## config.mk

```make
export PLATFORM = sky130hd
export DESIGN_NAME = span_painter_flat
export DESIGN_NICKNAME = d
export VERILOG_FILES = /design/src/rtl/span_painter_if.sv /design/src/rtl/span_painter.sv /design/src/flat_wrapper.sv
export SDC_FILE = /design/constraint.sdc
export NUM_CORES = 1
export LEC_CHECK = 0
export CAP_MARGIN = 25
export CORE_UTILIZATION = 35
export CTS_CLUSTER_DIAMETER = 50
export DETAILED_ROUTE_END_ITERATION = 10
export DONT_BUFFER_PORTS = 1
export SETUP_SLACK_MARGIN = 0.05
export SYNTH_ARGS = -nofsm -noshare
export SYNTH_HDL_FRONTEND = slang
export SYNTH_SLANG_ARGS = --single-unit
```

## constraint.sdc

```tcl
create_clock -name clk -period 4.3 [get_ports clk]
set_input_delay 0.86 -clock clk [delete_from_list [all_inputs] [get_ports clk]]
set_output_delay 0.86 -clock clk [all_outputs]
set_load 0.02 [all_outputs]
```

## src/rtl/span_painter_if.sv

```systemverilog
// Painter-side bundle: PRAM queue pointers/data plus the frame-buffer write port.
// master = painter (drives rd_ptr, full, fb_*, busy); slave = queue/frame-buffer side.
interface span_painter_if #(
    parameter int PTR_W   = 10,
    parameter int DATA_W  = 18,
    parameter int ADDR_W  = 15,
    parameter int COLOR_W = 3
);
    logic [PTR_W-1:0]   wr_ptr;
    logic [PTR_W-1:0]   rd_ptr;
    logic [DATA_W-1:0]  cmd_data;
    logic               full;
    logic               fb_ready;
    logic               fb_we;
    logic [ADDR_W-1:0]  fb_addr;
    logic [COLOR_W-1:0] fb_data;
    logic               busy;

    modport master (
        input  wr_ptr, cmd_data, fb_ready,
        output rd_ptr, full, fb_we, fb_addr, fb_data, busy
    );

    modport slave (
        output wr_ptr, cmd_data, fb_ready,
        input  rd_ptr, full, fb_we, fb_addr, fb_data, busy
    );
endinterface

```

## src/rtl/span_painter.sv

```systemverilog
// Drains two-word draw commands (SPAN/RECT/CLEAR/NOP) from the PRAM queue and
// emits one frame-buffer pixel write per accepted cycle. Ports: clk, reset (async, active-low), bus (master).
module span_painter #(
    parameter int H_RES   = 160,
    parameter int V_RES   = 120,
    parameter int X_W     = 8,
    parameter int Y_W     = 7,
    parameter int COLOR_W = 3,
    parameter int PTR_W   = 10,
    parameter int DATA_W  = 18,
    parameter int ADDR_W  = 15
) (
    input  logic          clk,
    input  logic          reset,
    span_painter_if.master bus
);

    typedef enum logic [1:0] {FETCH0, FETCH1, SETUP, PAINT} state_t;

    localparam logic [1:0] OP_SPAN  = 2'b00;
    localparam logic [1:0] OP_CLEAR = 2'b10;
    localparam logic [1:0] OP_NOP   = 2'b11;

    localparam logic [X_W-1:0]    X_MAX    = X_W'(H_RES - 1);
    localparam logic [Y_W-1:0]    Y_MAX    = Y_W'(V_RES - 1);
    localparam logic [ADDR_W-1:0] ROW_STEP = ADDR_W'(H_RES);
    localparam logic [PTR_W-1:0]  PTR_ONE  = PTR_W'(1);

    state_t state, state_n;

    logic [PTR_W-1:0]   rd_ptr;
    logic [DATA_W-1:0]  w0, w1;
    logic [X_W-1:0]     x, x_l, x_r;
    logic [Y_W-1:0]     row, y_b;
    logic [ADDR_W-1:0]  base;
    logic [COLOR_W-1:0] color;

    logic               empty, last, drop;
    logic [1:0]         c_op;
    logic [X_W-1:0]     c_l, c_r;
    logic [Y_W-1:0]     c_t, c_b;
    logic [COLOR_W-1:0] c_color;

    assign empty = (bus.wr_ptr == rd_ptr);
    assign last  = (x == x_r) && (row == y_b);

    // Decode and clamp the latched command; CLEAR is rewritten as a full-screen rect.
    always_comb begin
        c_op    = w0[DATA_W-1 -: 2];
        c_l     = w0[2*X_W-1:X_W];
        c_r     = w0[X_W-1:0];
        c_t     = w1[2*Y_W+COLOR_W-1:Y_W+COLOR_W];
        c_b     = w1[Y_W+COLOR_W-1:COLOR_W];
        c_color = w1[COLOR_W-1:0];
        if (c_op == OP_CLEAR) begin
            c_l = '0;
            c_r = X_MAX;
            c_t = '0;
            c_b = Y_MAX;
        end
        if (c_r > X_MAX) c_r = X_MAX;
        if (c_b > Y_MAX) c_b = Y_MAX;
        if (c_op == OP_SPAN) c_b = c_t;
        drop = (c_op == OP_NOP) || (c_l > X_MAX) || (c_t > Y_MAX)
            || (c_r < c_l) || (c_b < c_t);
    end

    always_ff @(posedge clk or negedge reset) begin
        if (!reset) state <= FETCH0;
        else        state <= state_n;
    end

    always_comb begin
        state_n = state;
        unique case (state)
            FETCH0: if (!empty) state_n = FETCH1;
            FETCH1: if (!empty) state_n = SETUP;
            SETUP:  state_n = drop ? FETCH0 : PAINT;
            PAINT:  if (bus.fb_ready && last) state_n = FETCH0;
            default: state_n = FETCH0;
        endcase
    end

    always_ff @(posedge clk or negedge reset) begin
        if (!reset) begin
            rd_ptr <= '0;
            w0     <= '0;
            w1     <= '0;
            x      <= '0;
            x_l    <= '0;
            x_r    <= '0;
            row    <= '0;
            y_b    <= '0;
            base   <= '0;
            color  <= '0;
        end else begin
            unique case (state)
                FETCH0: if (!empty) begin
                    w0     <= bus.cmd_data;
                    rd_ptr <= rd_ptr + PTR_ONE;
                end
                FETCH1: if (!empty) begin
                    w1     <= bus.cmd_data;
                    rd_ptr <= rd_ptr + PTR_ONE;
                end
                SETUP: if (!drop) begin
                    x     <= c_l;
                    x_l   <= c_l;
                    x_r   <= c_r;
                    row   <= c_t;
                    y_b   <= c_b;
                    base  <= ADDR_W'(c_t) * ROW_STEP;
                    color <= c_color;
                end
                PAINT: if (bus.fb_ready) begin
                    // Row advance by addition; base overshoots after the
                    // final pixel but fb_we is already low by then.
                    if (x == x_r) begin
                        x    <= x_l;
                        base <= base + ROW_STEP;
                        row  <= row + Y_W'(1);
                    end else begin
                        x <= x + X_W'(1);
                    end
                end
                default: ;
            endcase
        end
    end

    // Ignored command-word bits.
    logic unused_bits;
    assign unused_bits = ^{w0, w1};

    assign bus.rd_ptr  = rd_ptr;
    assign bus.full    = ((bus.wr_ptr + PTR_ONE) == rd_ptr);
    assign bus.fb_we   = (state == PAINT);
    assign bus.fb_addr = base + ADDR_W'(x);
    assign bus.fb_data = color;
    assign bus.busy    = (state != FETCH0);

endmodule

```

## src/flat_wrapper.sv

```systemverilog
// flat-port wrapper written by rule: the top's interface ports become plain ports
module span_painter_flat 
#(
    parameter int H_RES   = 160,
    parameter int V_RES   = 120,
    parameter int X_W     = 8,
    parameter int Y_W     = 7,
    parameter int COLOR_W = 3,
    parameter int PTR_W   = 10,
    parameter int DATA_W  = 18,
    parameter int ADDR_W  = 15
)
  (clk, reset, bus_wr_ptr, bus_cmd_data, bus_fb_ready, bus_rd_ptr, bus_full, bus_fb_we, bus_fb_addr, bus_fb_data, bus_busy);
  span_painter_if #(.PTR_W(PTR_W), .DATA_W(DATA_W), .ADDR_W(ADDR_W), .COLOR_W(COLOR_W)) bus_i ();
  input  logic clk;
  input  logic reset;
  input wire logic [$bits(bus_i.wr_ptr)-1:0] bus_wr_ptr;
  input wire logic [$bits(bus_i.cmd_data)-1:0] bus_cmd_data;
  input wire logic [$bits(bus_i.fb_ready)-1:0] bus_fb_ready;
  output wire logic [$bits(bus_i.rd_ptr)-1:0] bus_rd_ptr;
  output wire logic [$bits(bus_i.full)-1:0] bus_full;
  output wire logic [$bits(bus_i.fb_we)-1:0] bus_fb_we;
  output wire logic [$bits(bus_i.fb_addr)-1:0] bus_fb_addr;
  output wire logic [$bits(bus_i.fb_data)-1:0] bus_fb_data;
  output wire logic [$bits(bus_i.busy)-1:0] bus_busy;
  assign bus_i.wr_ptr = bus_wr_ptr;
  assign bus_i.cmd_data = bus_cmd_data;
  assign bus_i.fb_ready = bus_fb_ready;
  assign bus_rd_ptr = bus_i.rd_ptr;
  assign bus_full = bus_i.full;
  assign bus_fb_we = bus_i.fb_we;
  assign bus_fb_addr = bus_i.fb_addr;
  assign bus_fb_data = bus_i.fb_data;
  assign bus_busy = bus_i.busy;
  span_painter #(.H_RES(H_RES), .V_RES(V_RES), .X_W(X_W), .Y_W(Y_W), .COLOR_W(COLOR_W), .PTR_W(PTR_W), .DATA_W(DATA_W), .ADDR_W(ADDR_W)) u_core (.clk(clk), .reset(reset), .bus(bus_i));
endmodule
```

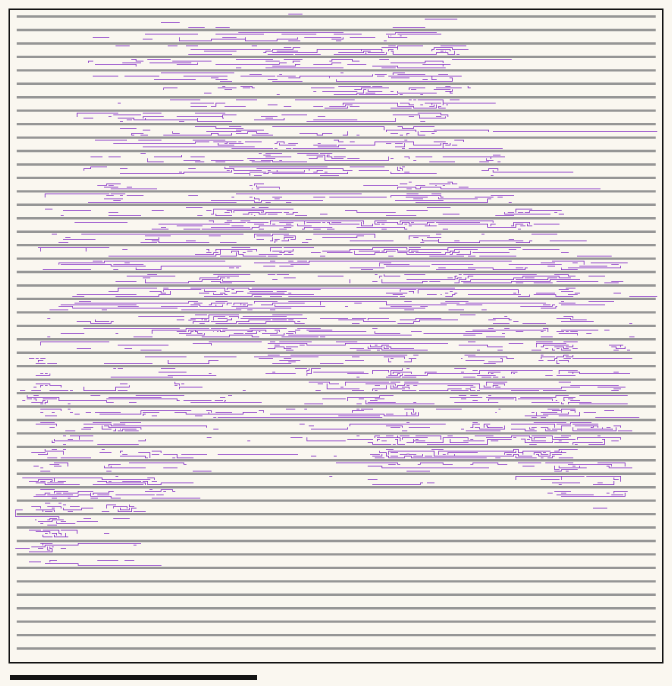
(the metal 1 layer)
The bar under the picture is 50 microns long. Supply wires on this layer in grey.
share of all routed wire: 46%
longest straight run: 40.9 microns
wire length on this layer: 6390 microns
nets with wire on the layer: 584

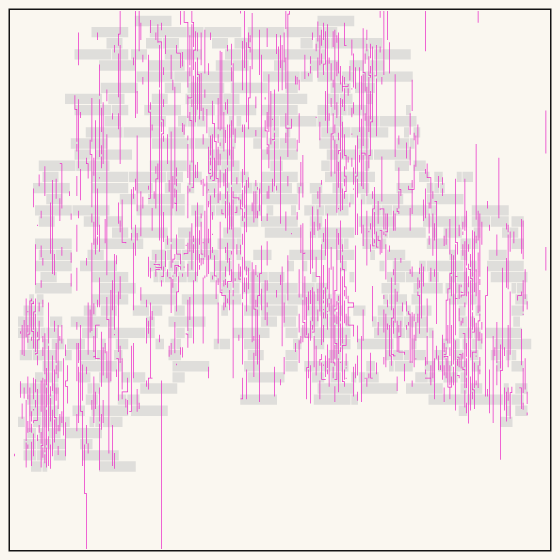
(signal wires on met2)
longest straight run: 41.0 microns
nets with wire on the layer: 546
wire length on this layer: 6100 microns
share of all routed wire: 44%
main direction: vertical

==> ci_impl_report.md <==
## Implementation flow summary

| Metric | Value |
|---|---|
| Final setup vio count | 0 |
| Pwr/cell area | 877 nW/um^2 |
| Syn. warnings | 0 |
| Register area | 2450 sq um |
| Hold_ws | 0.197 ns |
| Ys cells | 587 |
| Area growth, synth to finish | 7.14% |
| Die height | 132 microns |
| First-iteration detailed-routing DRC count | 273 |
| Setup crit start kind | flop |
| Post-synth top cells | dfrtp_1 (98), nand2_1 (55), mux2_2 (54) |
| Top flop regs | u_core.w0 (18), u_core.w1 (17) |
| Placed Instances | 779 |
| Crit path kind | reg2reg |
| Clock network share of area | 4.31% |
| Longest Clk Path Bufs | 2 |
| EDFF count, synth | 0 |
| Grt ovf | 0 |
| Initial antenna violation count | 0 |
| Commonest non-fill, non-tap cells in the layout | dfrtp_1 (98), nand2_1 (55), mux2_2 (54) |
| FP Rows | 47 |
| Clock transition at the registers of the reported paths | 0.07 ns |
| Status | completed |
| First-pass GRT wire length | 23000 microns |
| Nets | 633 |
| Most common cell in the netlist | dfrtp_1 |
| Comb pwr share | 50.6% |
| Register share of total power | 35.6% |
| Worst-margin pin slew | 0.843 ns |
| Registers, synthesis | 98 |
| Area of the core | 16500 sq um |
| DP Worst Slack | 0.520 ns |
| Non-clk buf share | 1.03% |
| Seq pwr | 0.00198 W |
| Clk network pwr share | 13.8% |
| RSZ-0062 raised after global routing | false |
| Largest net degree at the start of global routing | 99 |
| Max FFs per register | 18 |
| Non-clock buffer count | 9 |
| Period utilization | 88.6% |
| Async set or reset register ratio after synthesis | 100% |
| H-tree depth | 3 |
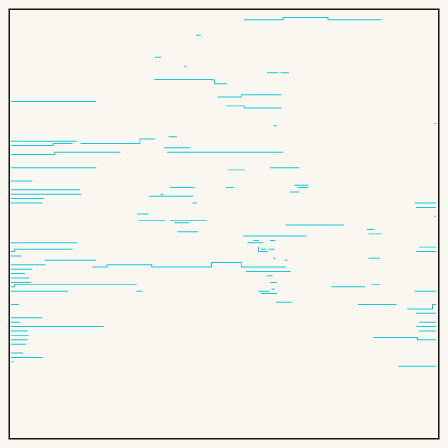
(metal 3)
main direction: horizontal
longest straight run: 37.5 microns
share of all routed wire: 6.9%
routing usage on met3: 5.04%
Vias: 4370
Total Routed Length: 13800 microns

[cells by family after synthesis]
family | count (synthesis) | share of synthesized area (%)
simple gates | 172 | 14.0
fa+ha+maj | 32 | 6.91
compound gates | 115 | 13.5
flops | 98 | 41.5
buf+inv | 54 | 4.34
xor+xnor | 55 | 8.16
mux | 61 | 11.5
[critical path, stage by stage (launching register included)]
cell and delay, ns:
dfrtp_1 0.47, nand2b_1 0.33, buf_4 0.23, nor2b_1 0.23, and2_1 0.19, ha_1 0.20, o21ai_0 0.10, o21bai_1 0.14
o2111ai_1 0.11, or4_2 0.83, and2_1 0.48, a221o_1 0.38
[routing by layer]
metal	GRT usage (%)	wire (microns)
met3	5.04	948
met4	6.07	317
met2	25.1	6100
met5	0	0
met1	22.1	6390
Power is estimated from default activity; no workload was simulated.
